`src/rtl/exp_smoothing_mc.sv`:
```
// exp_smoothing_mc: round-robin multi-channel exponential smoothing, val[c] += (in - val[c]) >> beta_shift
// Define EXP_SMOOTH_SAT_EN to saturate on overflow instead of wrapping.
module exp_smoothing_mc #(
  parameter int NCH       = 15,
  parameter int IN_WH     = 32,
  parameter int IN_FR     = 30,
  parameter int VAL_WH    = 32,
  parameter int VAL_FR    = 30,
  parameter int BSW       = 4,
  parameter int MAX_SHIFT = 12,
  localparam int CW       = $clog2(NCH)
) (
  input  logic              clk,
  input  logic              nrst,
  input  logic              clr,
  input  logic [BSW-1:0]    beta_shift,
  input  logic              in_valid,
  output logic              in_ready,
  input  logic [IN_WH-1:0]  in_data,
  output logic              out_valid,
  input  logic              out_ready,
  output logic [VAL_WH-1:0] out_data,
  output logic [CW-1:0]     out_ch
);
  localparam int SH = IN_FR - VAL_FR;
  localparam int AW = IN_WH - SH;
  localparam int XW = AW + 2;
  typedef enum logic {WARM, RUN} state_t;
  state_t state, state_nx;
  logic signed [VAL_WH-1:0] val [NCH];
  logic [CW-1:0] ch_cnt;
  logic accept;
  logic [BSW-1:0] b;
  logic signed [XW-1:0] ain, cur, d, t, r, sum, nx_wide;
  logic [VAL_WH-1:0] nx;
  assign in_ready = !out_valid || out_ready;
  assign accept = in_valid && in_ready;
  assign b = beta_shift > BSW'(MAX_SHIFT) ? BSW'(MAX_SHIFT) : beta_shift;
  // all arithmetic carries two guard bits so diff, rounding and the add are exact
  assign ain = XW'($signed(in_data[IN_WH-1:SH]));
  assign cur = XW'(val[ch_cnt]);
  assign d = ain - cur;
  assign t = d >>> (b - BSW'(1));
  assign r = (t + XW'(1)) >>> 1;
  assign sum = cur + r;
  assign nx_wide = (state == WARM || b == '0) ? ain : sum;
`ifdef EXP_SMOOTH_SAT_EN
  logic ovf;
  assign ovf = nx_wide[XW-1:VAL_WH-1] != {(XW-VAL_WH+1){nx_wide[XW-1]}};
  assign nx = ovf ? {nx_wide[XW-1], {(VAL_WH-1){~nx_wide[XW-1]}}} : nx_wide[VAL_WH-1:0];
`else
  logic unused_hi;
  assign unused_hi = ^nx_wide[XW-1:VAL_WH];
  assign nx = nx_wide[VAL_WH-1:0];
`endif
  always_comb begin
    state_nx = state;
    if (clr) state_nx = WARM;
    else if (state == WARM && accept && ch_cnt == CW'(NCH-1)) state_nx = RUN;
  end
  always_ff @(posedge clk or negedge nrst) begin
    if (!nrst) begin
      state <= WARM;
      ch_cnt <= '0;
      out_valid <= 1'b0;
      out_data <= '0;
      out_ch <= '0;
      for (int i = 0; i < NCH; i++) val[i] <= '0;
    end else begin
      state <= state_nx;
      out_valid <= (accept && !clr) ? 1'b1 : out_ready ? 1'b0 : out_valid;
      if (clr) begin
        ch_cnt <= '0;
        for (int i = 0; i < NCH; i++) val[i] <= '0;
      end else if (accept) begin
        val[ch_cnt] <= nx;
        ch_cnt <= ch_cnt == CW'(NCH-1) ? '0 : ch_cnt + 1'b1;
        out_data <= nx;
        out_ch <= ch_cnt;
      end
    end
  end
endmodule

```
`config.mk`:
```
export PLATFORM = sky130hd
export DESIGN_NAME = exp_smoothing_mc
export DESIGN_NICKNAME = d
export VERILOG_FILES = /design/src/rtl/exp_smoothing_mc.sv
export SDC_FILE = /design/constraint.sdc
export NUM_CORES = 1
export LEC_CHECK = 0
export CAP_MARGIN = 20
export CORE_ASPECT_RATIO = 1.25
export CORE_MARGIN = 2
export CORE_UTILIZATION = 60
export CTS_CLUSTER_SIZE = 24
export DETAILED_ROUTE_END_ITERATION = 8
export PLACE_DENSITY = 0.75
export SLEW_MARGIN = 15
export SYNTH_ARGS = -nofsm -noshare
export SYNTH_HDL_FRONTEND = slang
export SYNTH_SLANG_ARGS = --single-unit
```
`constraint.sdc`:
```
create_clock -name clk -period 15.8 [get_ports clk]
set_input_delay 3.16 -clock clk [delete_from_list [all_inputs] [get_ports clk]]
set_output_delay 3.16 -clock clk [all_outputs]
set_load 0.01 [all_outputs]
```
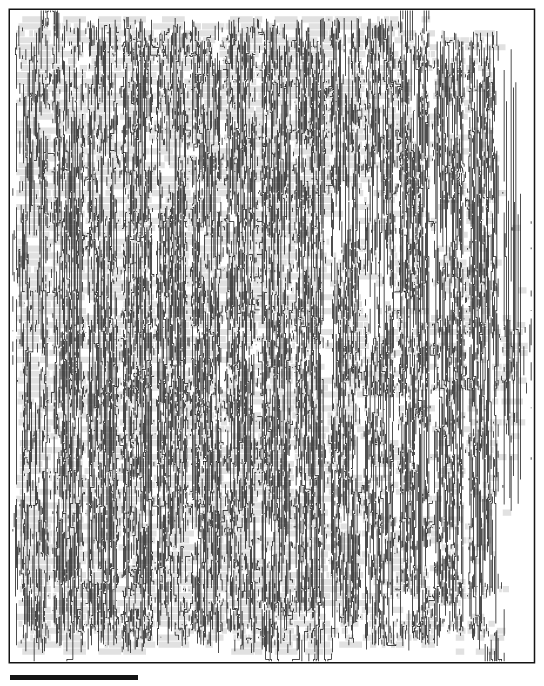
(images/m2.png)
Scale bar: 50 um. Cells faint in the background.
The wires run mostly vertical. The layer holds 47% of the routed length. The layer carries 52.2 mm of wire. 2710 nets have wire on it. The longest straight run is 112 um.
Routed WL: 111 mm
met2 usage: 0.689
Vias: 27.0k

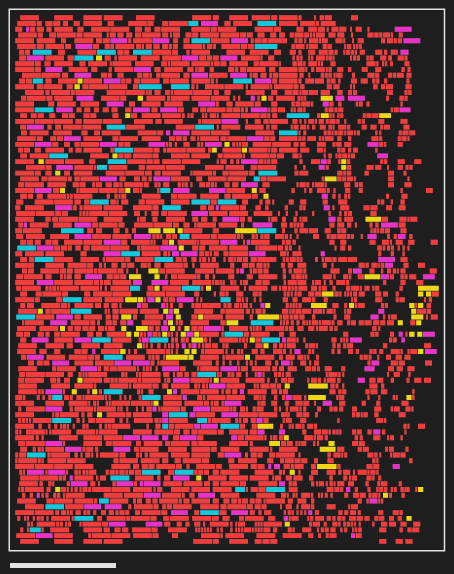
(images/sizing.png)
Scale bar: 50 um.
Key: x6 and larger = cyan [cells 67, share 2.2%]; x2 = magenta [cells 188, share 6.3%]; x3 and x4 = yellow [cells 107, share 3.6%]; x1 and smaller = red [cells 2636, share 88%]
fin worst setup slack: 3.60 ns
Area Overhead vs Synth: 10.2%
Finished Cell Area: 33400 sq um
Buffers, non-clock: 154

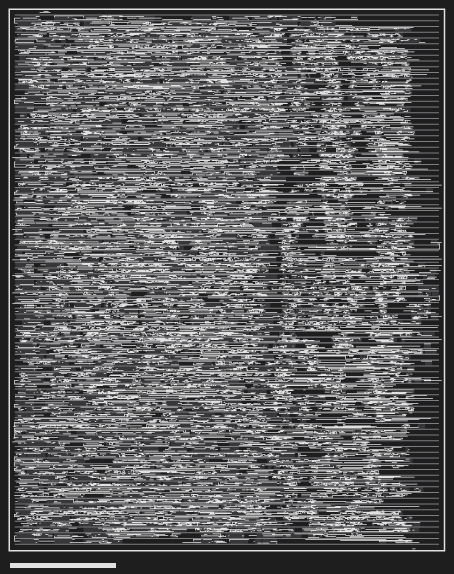
(images/m1.png)
Scale bar: 50 um. Supply wires on this layer in gray. Cells faint in the background.
The longest straight run is 105 um. The layer carries 38.9 mm of wire. 2950 nets have wire on it. The layer holds 35% of the routed length. The wires run mostly horizontal.
met1 Use GR: 0.518

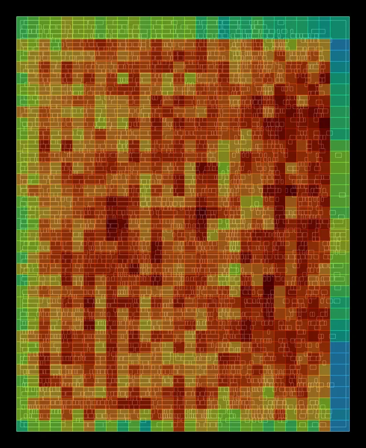
(images/congestion_map.png)
wire length per cell: 30.2 um
Final Core Density: 0.666

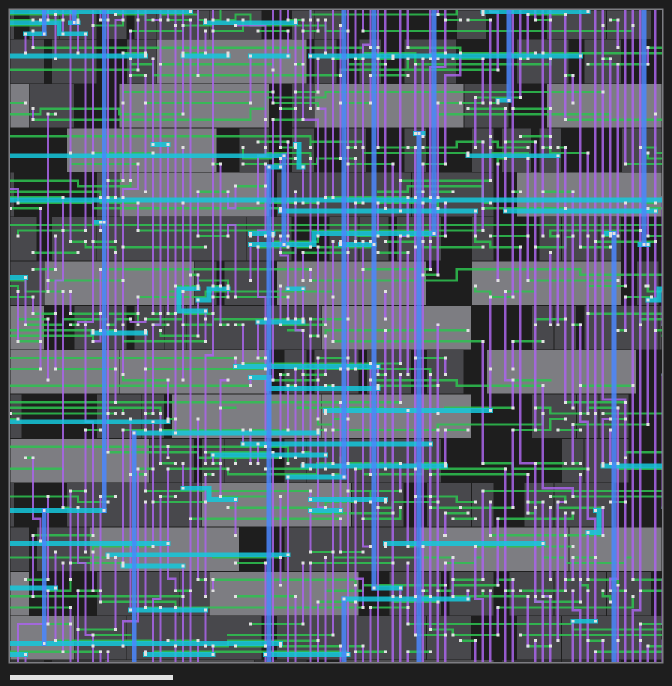
(images/closeup.png)
Scale bar: 10 um. Window x 83 to 123, y 57 to 97 um. Cells in gray, sequential cells in the stronger gray; small squares are vias.
Key: M4 = blue; M3 = cyan; M1 = green; M2 = purple
Sequential cells in the window: 22. 119 logic cells have their middle in the window. Netlist names of flops here include `val` (21), `out_data` (1). Most frequent: dfrtp_1 (22), nand2_1 (21), nor2_1 (12).

==> flow_summary.toml <==
# generated from flow reports
[run]
warnings = 34

[synthesis]
ys_top_cells_by_area = "dfrtp_1 (43%), a22o_1 (9.4%), mux4_2 (7.7%), nand2_1 (4.2%), o21ai_0 (3.6%)"
yosys.area.top_type = "dfrtp_1"
synthAoiAreaFrac = 0.258
yosysMostFrequentCell = "dfrtp_1"
ys_chip_area_sq_um = 30300
ff_type = "dfrtp_1"
synth_top_area_share = 0.431

[critical_path]
crit_arrival_ns = 12.70
reg2regPathDepth = 35
cp-start-kind = "primary input"
startpoint = "beta_shift[2]"
rr_startpoint = "ch_cnt[0]$_DFFE_PN0P_"

[min_path]
hp-class = "reg2reg"
worstHoldStart = "out_data[22]$_DFFE_PN0P_"
hold_depth = 1

[final_timing]
fin_worst_skew_ns = 0.0139
rsz0062_at_grt = "no"
maxSlewViolCount = 0
max_freq_mhz = 81.9
fin_tns_setup_ns = 0
tightestPinTransition_ns = 1.19

[route]
met1_length_mm = 38.9
antenna_left = 0
dr_wl_met2_mm = 52.2
highest_layer = "met5"

[power]
p_switching_mw = 1.21
p_int_mw = 2.40
leakage_nw = 14.7
power-top-group = "registers"

[layout]
n_antenna_cell = 1
layout_top_cell = "dfrtp_1"
regMostFlops = "val"
dominant_cells = "combinational gates"
nFlopsAndLatches = 522
bufAreaShareNonClock = 0.0411
clk_share = 0.0476
seq_area_sq_um = 13100

[grt]
antenna_found_initial = 3

[clock_tree]
clock_latency_ns = 0.57
clk_path_buf_depth = 3

[placed_design]
placed_area_sq_um = 31800
dp_hpwl_mm = 75.5
preCtsSetupSlack_ns = 2.87
post-place-cells = 3570
place.gp.congestion = 1.14

[outcome]
status = "finished, final reports clean"
No activity file was given, so power comes from the tool's default toggle rates.
